==> src/rtl/noc_pkg.sv <==
// Shared NoC router definitions: port indices, arbiter states, fixed-point scale.
package noc_pkg;

   localparam int PORT_N      = 0;
   localparam int PORT_S      = 1;
   localparam int PORT_E      = 2;
   localparam int PORT_W      = 3;
   localparam int PORT_L      = 4;
   localparam int NUM_PORTS   = 5;

   localparam int MILLI_SCALE = 1000;

   typedef enum logic {
      ARB    = 1'b0,
      LOCKED = 1'b1
   } arb_state_e;

endpackage

==> src/rtl/noc_rr_pick.sv <==
// Rotating-priority picker: first set request strictly after ptr, wrapping.
module noc_rr_pick #(
   parameter int N  = 5,
   parameter int IW = 3
) (
   input  logic [N-1:0]  req,
   input  logic [IW-1:0] ptr,
   output logic [N-1:0]  onehot,
   output logic [IW-1:0] idx,
   output logic          any
);

   // Scan offsets 1..N from the pointer; the pointer itself is checked last.
   always_comb begin
      int j;
      onehot = '0;
      idx    = '0;
      any    = 1'b0;
      j      = 0;
      for (int off = 1; off <= N; off++) begin
         j = int'(ptr) + off;
         if (j >= N) j = j - N;
         if (!any && req[j]) begin
            any       = 1'b1;
            onehot[j] = 1'b1;
            idx       = IW'(j);
         end
      end
   end

endmodule

==> src/rtl/noc_output_arbiter.sv <==
// Output-port arbiter for one NoC router port: round-robin between inputs,
// wormhole lock for multi-flit packets, registered output stage, and
// stall/grant/congestion statistics.
//
// state  | meaning
// ARB    | no packet in flight; round-robin pick among valid inputs
// LOCKED | a packet's head was sent without its tail; only owner may send
module noc_output_arbiter
   import noc_pkg::*;
#(
   parameter int NUM_IN      = NUM_PORTS,
   parameter int FLIT_WIDTH  = 64,
   parameter int WINDOW_LOG2 = 7,
   parameter int CNT_W       = 32
) (
   input  logic                         clk,
   input  logic                         reset,
   input  logic [NUM_IN-1:0]            req_valid,
   input  logic [NUM_IN*FLIT_WIDTH-1:0] req_flit,
   input  logic [NUM_IN-1:0]            req_tail,
   output logic [NUM_IN-1:0]            req_ready,
   output logic [FLIT_WIDTH-1:0]        out_flit,
   output logic                         out_valid,
   input  logic                         out_ready,
   output logic [NUM_IN-1:0]            grant_onehot,
   output logic                         locked,
   output logic [NUM_IN*CNT_W-1:0]      stall_count,
   output logic [CNT_W-1:0]             grants_total,
   output logic [15:0]                  congestion_milli
);

   localparam int IW = (NUM_IN > 1) ? $clog2(NUM_IN) : 1;
   localparam int PW = WINDOW_LOG2 + 11;

   arb_state_e              state, state_n;
   logic [IW-1:0]           owner, owner_n;
   logic [IW-1:0]           rr_ptr, rr_n;
   logic [NUM_IN-1:0]       pick_onehot;
   logic [IW-1:0]           pick_idx;
   logic                    pick_any;
   logic                    load_en;
   logic                    xfer;
   logic [IW-1:0]           win_idx;
   logic [FLIT_WIDTH-1:0]   win_flit;
   logic                    win_tail;
   logic [NUM_IN-1:0]       stall_vec;
   logic                    any_stall;
   logic [CNT_W-1:0]        stall_cnt [NUM_IN];
   logic [WINDOW_LOG2-1:0]  win_cnt;
   logic [WINDOW_LOG2:0]    stall_cycles;
   logic [WINDOW_LOG2:0]    stall_sum;
   logic [PW-1:0]           milli_prod;

   noc_rr_pick #(.N(NUM_IN), .IW(IW)) u_pick (
      .req    (req_valid),
      .ptr    (rr_ptr),
      .onehot (pick_onehot),
      .idx    (pick_idx),
      .any    (pick_any)
   );

   assign load_en      = !out_valid || out_ready;
   assign locked       = (state == LOCKED);
   assign grant_onehot = req_valid & req_ready;
   assign xfer         = |grant_onehot;
   assign stall_vec    = req_valid & ~req_ready;
   assign any_stall    = |stall_vec;
   assign win_flit     = req_flit[int'(win_idx)*FLIT_WIDTH +: FLIT_WIDTH];
   assign win_tail     = req_tail[win_idx];

   // Ready is withheld entirely while reset is low or the output stage is full.
   always_comb begin
      req_ready = '0;
      win_idx   = pick_idx;
      if (state == LOCKED) win_idx = owner;
      if (reset && load_en) begin
         if (state == ARB) req_ready = pick_onehot;
         else              req_ready[owner] = 1'b1;
      end
   end

   // Lock on a non-tail transfer, release and advance the pointer on a tail.
   always_comb begin
      state_n = state;
      owner_n = owner;
      rr_n    = rr_ptr;
      if (xfer) begin
         if (win_tail) begin
            state_n = ARB;
            rr_n    = win_idx;
         end else begin
            state_n = LOCKED;
            owner_n = win_idx;
         end
      end
   end

   // Arbitration state register; pointer resets so input 0 is scanned first.
   always_ff @(posedge clk) begin
      if (!reset) begin
         state  <= ARB;
         owner  <= '0;
         rr_ptr <= IW'(NUM_IN - 1);
      end else begin
         state  <= state_n;
         owner  <= owner_n;
         rr_ptr <= rr_n;
      end
   end

   // Output register: load on free slot, hold while downstream backpressures.
   always_ff @(posedge clk) begin
      if (!reset) begin
         out_valid <= 1'b0;
         out_flit  <= '0;
      end else if (load_en) begin
         out_valid <= xfer;
         if (xfer) out_flit <= win_flit;
      end
   end

   // Saturating per-input stall counters and total grant counter.
   always_ff @(posedge clk) begin
      if (!reset) begin
         for (int i = 0; i < NUM_IN; i++) stall_cnt[i] <= '0;
         grants_total <= '0;
      end else begin
         for (int i = 0; i < NUM_IN; i++)
            if (stall_vec[i] && (stall_cnt[i] != '1)) stall_cnt[i] <= stall_cnt[i] + 1'b1;
         if (xfer && (grants_total != '1)) grants_total <= grants_total + 1'b1;
      end
   end

   for (genvar gi = 0; gi < NUM_IN; gi++) begin : g_stall
      assign stall_count[gi*CNT_W +: CNT_W] = stall_cnt[gi];
   end

   // Fold the current cycle in, since the window closes on this edge.
   always_comb begin
      stall_sum  = stall_cycles + (WINDOW_LOG2+1)'(any_stall);
      milli_prod = PW'(stall_sum) * PW'(MILLI_SCALE);
   end

   // Congestion window: count stalled cycles, publish the fraction at wrap.
   always_ff @(posedge clk) begin
      if (!reset) begin
         win_cnt          <= '0;
         stall_cycles     <= '0;
         congestion_milli <= '0;
      end else begin
         win_cnt <= win_cnt + 1'b1;
         if (&win_cnt) begin
            stall_cycles     <= '0;
            congestion_milli <= 16'(milli_prod >> WINDOW_LOG2);
         end else begin
            stall_cycles <= stall_sum;
         end
      end
   end

endmodule

==> config.mk <==
export PLATFORM = sky130hd
export DESIGN_NAME = noc_output_arbiter
export DESIGN_NICKNAME = d
export VERILOG_FILES = /design/src/rtl/noc_pkg.sv /design/src/rtl/noc_rr_pick.sv /design/src/rtl/noc_output_arbiter.sv
export SDC_FILE = /design/constraint.sdc
export NUM_CORES = 1
export LEC_CHECK = 0
export CAP_MARGIN = 5
export CORE_AREA = 3 3 240 242
export DETAILED_ROUTE_END_ITERATION = 10
export DIE_AREA = 0 0 243 245
export PLACE_DENSITY = 0.62
export SYNTH_ARGS = -nofsm -noshare
export SYNTH_HDL_FRONTEND = slang
export SYNTH_SLANG_ARGS = --single-unit
==> constraint.sdc <==
create_clock -name clk -period 7.84 [get_ports clk]
set_input_delay 1.176 -clock clk [delete_from_list [all_inputs] [get_ports clk]]
set_output_delay 1.176 -clock clk [all_outputs]
set_load 0.02 [all_outputs]
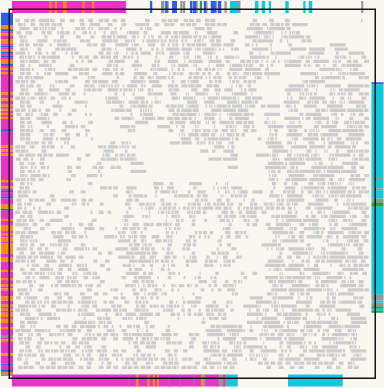
Fig. 1. Pin map.
Scale: 1.5 px per um. Pins as bars across the die edge, other pins in gray.
color	port	pins	direction	edge
orange	out_flit	64	output	53 west, 6 north, 5 south
magenta	req_flit	320	input	138 south, 106 west, 76 north
cyan	stall_count	160	output	99 east, 46 south, 15 north
blue	grants_total	32	output	17 west, 14 north, 1 east
green	grant_onehot	5	output	4 east, 1 north

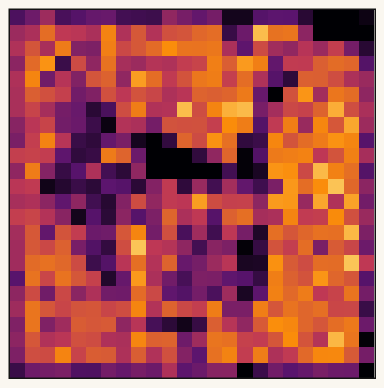
Fig. 2. Cell area per tile.
Scale: 1.5 px per um. The die is cut into 24 by 24 equal tiles; black is low, pale yellow is high, 0 to 100% covered.
mean over tiles	45%
nearly empty tiles	4.0%
fullest tile	87%
tiles over 75% full	5.7%

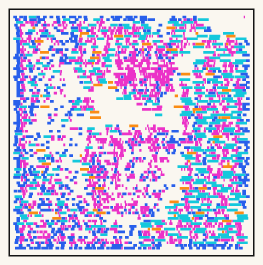
Fig. 3. Placement by cell class.
Scale: 1 px per um.
color	class	cells
blue	remaining buffers and delay cells	776
cyan	sequential cells	290
orange	clock drivers and dummy loads	66
magenta	combinational and other logic	1649

through the flow:
step / power (mW) / utilization (%)
final: 12.9 / 50.5
after global placement: 10.9 / 47.5
after CTS: 12.8 / 50.0
after global routing: 13.7 / 50.5
after floorplan: 7.55 / -
after detailed placement: 11.0 / 47.5
state kept, by name, summed over array words and instances (netlist names):
name	flops
stall_cnt	160
out_flit	64
grants_total	32
congestion_milli	11
stall_cycles	8
win_cnt	7
owner	3
rr_ptr	3
locked	1
out_valid	1
kinds of logic (layout without fill, tap and decap cells):
| kind of cell | count (synthesis) | count (layout) | share of synthesized area [%] |
|---|---|---|---|
| XOR/XNOR | 193 | 193 | 9.19 |
| AND-OR/OR-AND | 433 | 433 | 14.9 |
| AND/OR/NAND/NOR | 774 | 774 | 19.8 |
| flip-flops | 290 | 290 | 40.3 |
| multiplexers | 90 | 90 | 4.93 |
| other | 1 | 25 | 0.0204 |
| adder cells (fa/ha/maj) | 83 | 83 | 6.46 |
| buffers and inverters | 194 | 913 | 4.41 |
how the worst min path moves through the flow:
| stage | to | cells past startpoint | slack [ns] | startpoint |
|---|---|---|---|---|
| 2_1_floorplan | win_cnt[0] | 1 | 0.40 | win_cnt[0] |
| 3_3_place_gp | win_cnt[0] | 1 | 0.41 | win_cnt[0] |
| 3_5_place_dp | win_cnt[0] | 1 | 0.43 | win_cnt[0] |
| 4_1_cts | win_cnt[0] | 1 | 0.44 | win_cnt[0] |
| 5_1_grt | win_cnt[0] | 1 | 0.49 | win_cnt[0] |
| 6_report | win_cnt[0] | 1 | 0.44 | win_cnt[0] |
what timing repair did:
action                                  in CTS  in global routing
gates cloned                                 0                  0
endpoints found under the setup margin       4                  6
pin swaps                                   21                 31
gates resized                               41                 30
buffers inserted                             9                  3
==> run notes <==
Physical implementation.

- Input and output buffers added on the ports amount to ~600.
- The synthesized netlist occupies a cell area of 18400 um2.
- The critical path in the final layout is reported with a setup slack of -0.0595 ns.
- The CTS report gives the tree buffer count as 37.
- The most common flop cell mapped by yosys is sky130_fd_sc_hd__edfxtp_1.
- The aggregate negative setup slack is -0.104 ns.
- Looking at the power breakdown, sequential logic takes 20.6% of the total.
- On the critical path the data arrives at 8.33 ns.
- The register bit total from synthesis is 290.
- In this run the critical register-to-register path is launched from rr_ptr[0].
- The global routing stage identified its most utilized layer as met2.
- Counting I/O delays and the setup requirement, the final critical path takes 7.90 ns.
- The per-instance average area after synthesis is 8.94 um2.
- The final-report setup violation count is 3.
- The slowest stage of the critical path is the sky130_fd_sc_hd__fa_2 cell.
- The total placed instance area is between 20000 and 30000 um2.
- Walking the critical path from launch to capture passes 38 cell instances.
- The report lists the power per cell area as 462 nW/um2.
- In this run the core area contains 86 standard-cell rows.
- The total die area is 59500 um2.
- The routed length on met2 is 41100 um.
- The number of cells reported by Yosys stat comes to between 2000 and 2500.
- The number of cells in the design after placement is 3451.
- The register area is approximately 7400 um2.
- On the reported timing paths, the clock transition at the registers reads around 0.060 ns.
- The final routed wirelength across all metal layers is 82800 um.
- By startpoint and endpoint, the worst setup path is classified as flop to flop.
- The internal cell power is between 6 and 7 mW.
- For this run, combinational gates with multiple inputs come to 1578.
- Per the final report, the share of cell area in clock cells is 4.17%.
- The capture instance of the worst register-to-register path is congestion_milli[9].
- Clock latency on the worst-skew pair, taken at its later pin, is between 0.5 and 0.6 ns.
- The static power due to leakage is 10.7 nW.
- The clock share of power is about an eighth.
- The run finished, with violations left.
- The initial antenna violation count is 48.
- The layout report lists the multi-input gate area as 10700 um2.
- The starting utilization of the core area is 33.3%.
- Non-clock inverters in the final layout number 71.
- The critical path ends at congestion_milli[9].
- The design received a total of 748 well taps at floorplan.
- The final-report max-slew violation count is 0.
- The routed wirelength normalized by instance count is roughly 23 um.
- The wire length on met1 is 32500 um.
- According to the hold report, the worst path is of the flop to flop type.
- Across all layers, the routed design uses 19000 vias.
- The final reports fail on negative setup slack.
- The residual DRC count is 0.
- The fraction of standard cell area that is sequential is 26.6%.
- According to the floorplan report, the placeable core area is ~55000 um2.
- In this run the biggest area consumer among cell types represents 26.1% of the synthesized area.
- The wire length on met3 is around 6600 um.
- After filler insertion, the fill cell instance count of the layout stands at approximately 5300.
- For the final database, setup skew stands at 0.0186 ns.
- The post-layout net count is 3170.
- The top logic cell by instance count in the layout is sky130_fd_sc_hd__clkdlybuf4s50_1.
- The number of buffers other than clock buffers in the final layout is 776.
- The register area share after synthesis is roughly 40%.
- The routed via count divided by cell count is 5.34.
- For this design, the CTS-stage hold fixing added 0 buffers.
- Checking max transition, the worst relative margin is 8.54%.
- The global route stage reports its total congestion overflow as 0.
- The maximum net fanout on the critical path is 5.
- The met3 capacity usage during global routing is 7.25%.
- The total global routing track utilization is 26.6%.
- The total iterations of the first detailed-routing run is 5.
- The root cell of the clock tree is sky130_fd_sc_hd__clkbuf_16.
- The fraction of layout cells with a size suffix above 1 is between 10% and 20%.
- The launch point of the critical path was reported as rr_ptr[0].
- The worst register-to-register path has a setup slack of -0.06 ns.
- The buffer depth of the longest clock path is 3.
- The dominant delay contributor by cell family on the critical path is adder cells.
- The most common logic cells in the final layout are sky130_fd_sc_hd__clkdlybuf4s50_1, sky130_fd_sc_hd__nor2_1, sky130_fd_sc_hd__edfxtp_1, sky130_fd_sc_hd__buf_4.
- Setup repair after global routing could not meet its margin everywhere.
- The group that draws the most power in this run is combinational logic.
- The required arrival time at the worst endpoint is 8.27 ns.
- The flop count is 290.
- The clock network consumes a total of 1.66 mW.
- The via count of the first global-routing pass was 18600.
- The cell area after layout is between 20000 and 30000 um2.
- The final estimated routing congestion in global placement is 0.944.
- The top cell class by occupied area is logic gates.
Power and IR drop assume default switching activity.
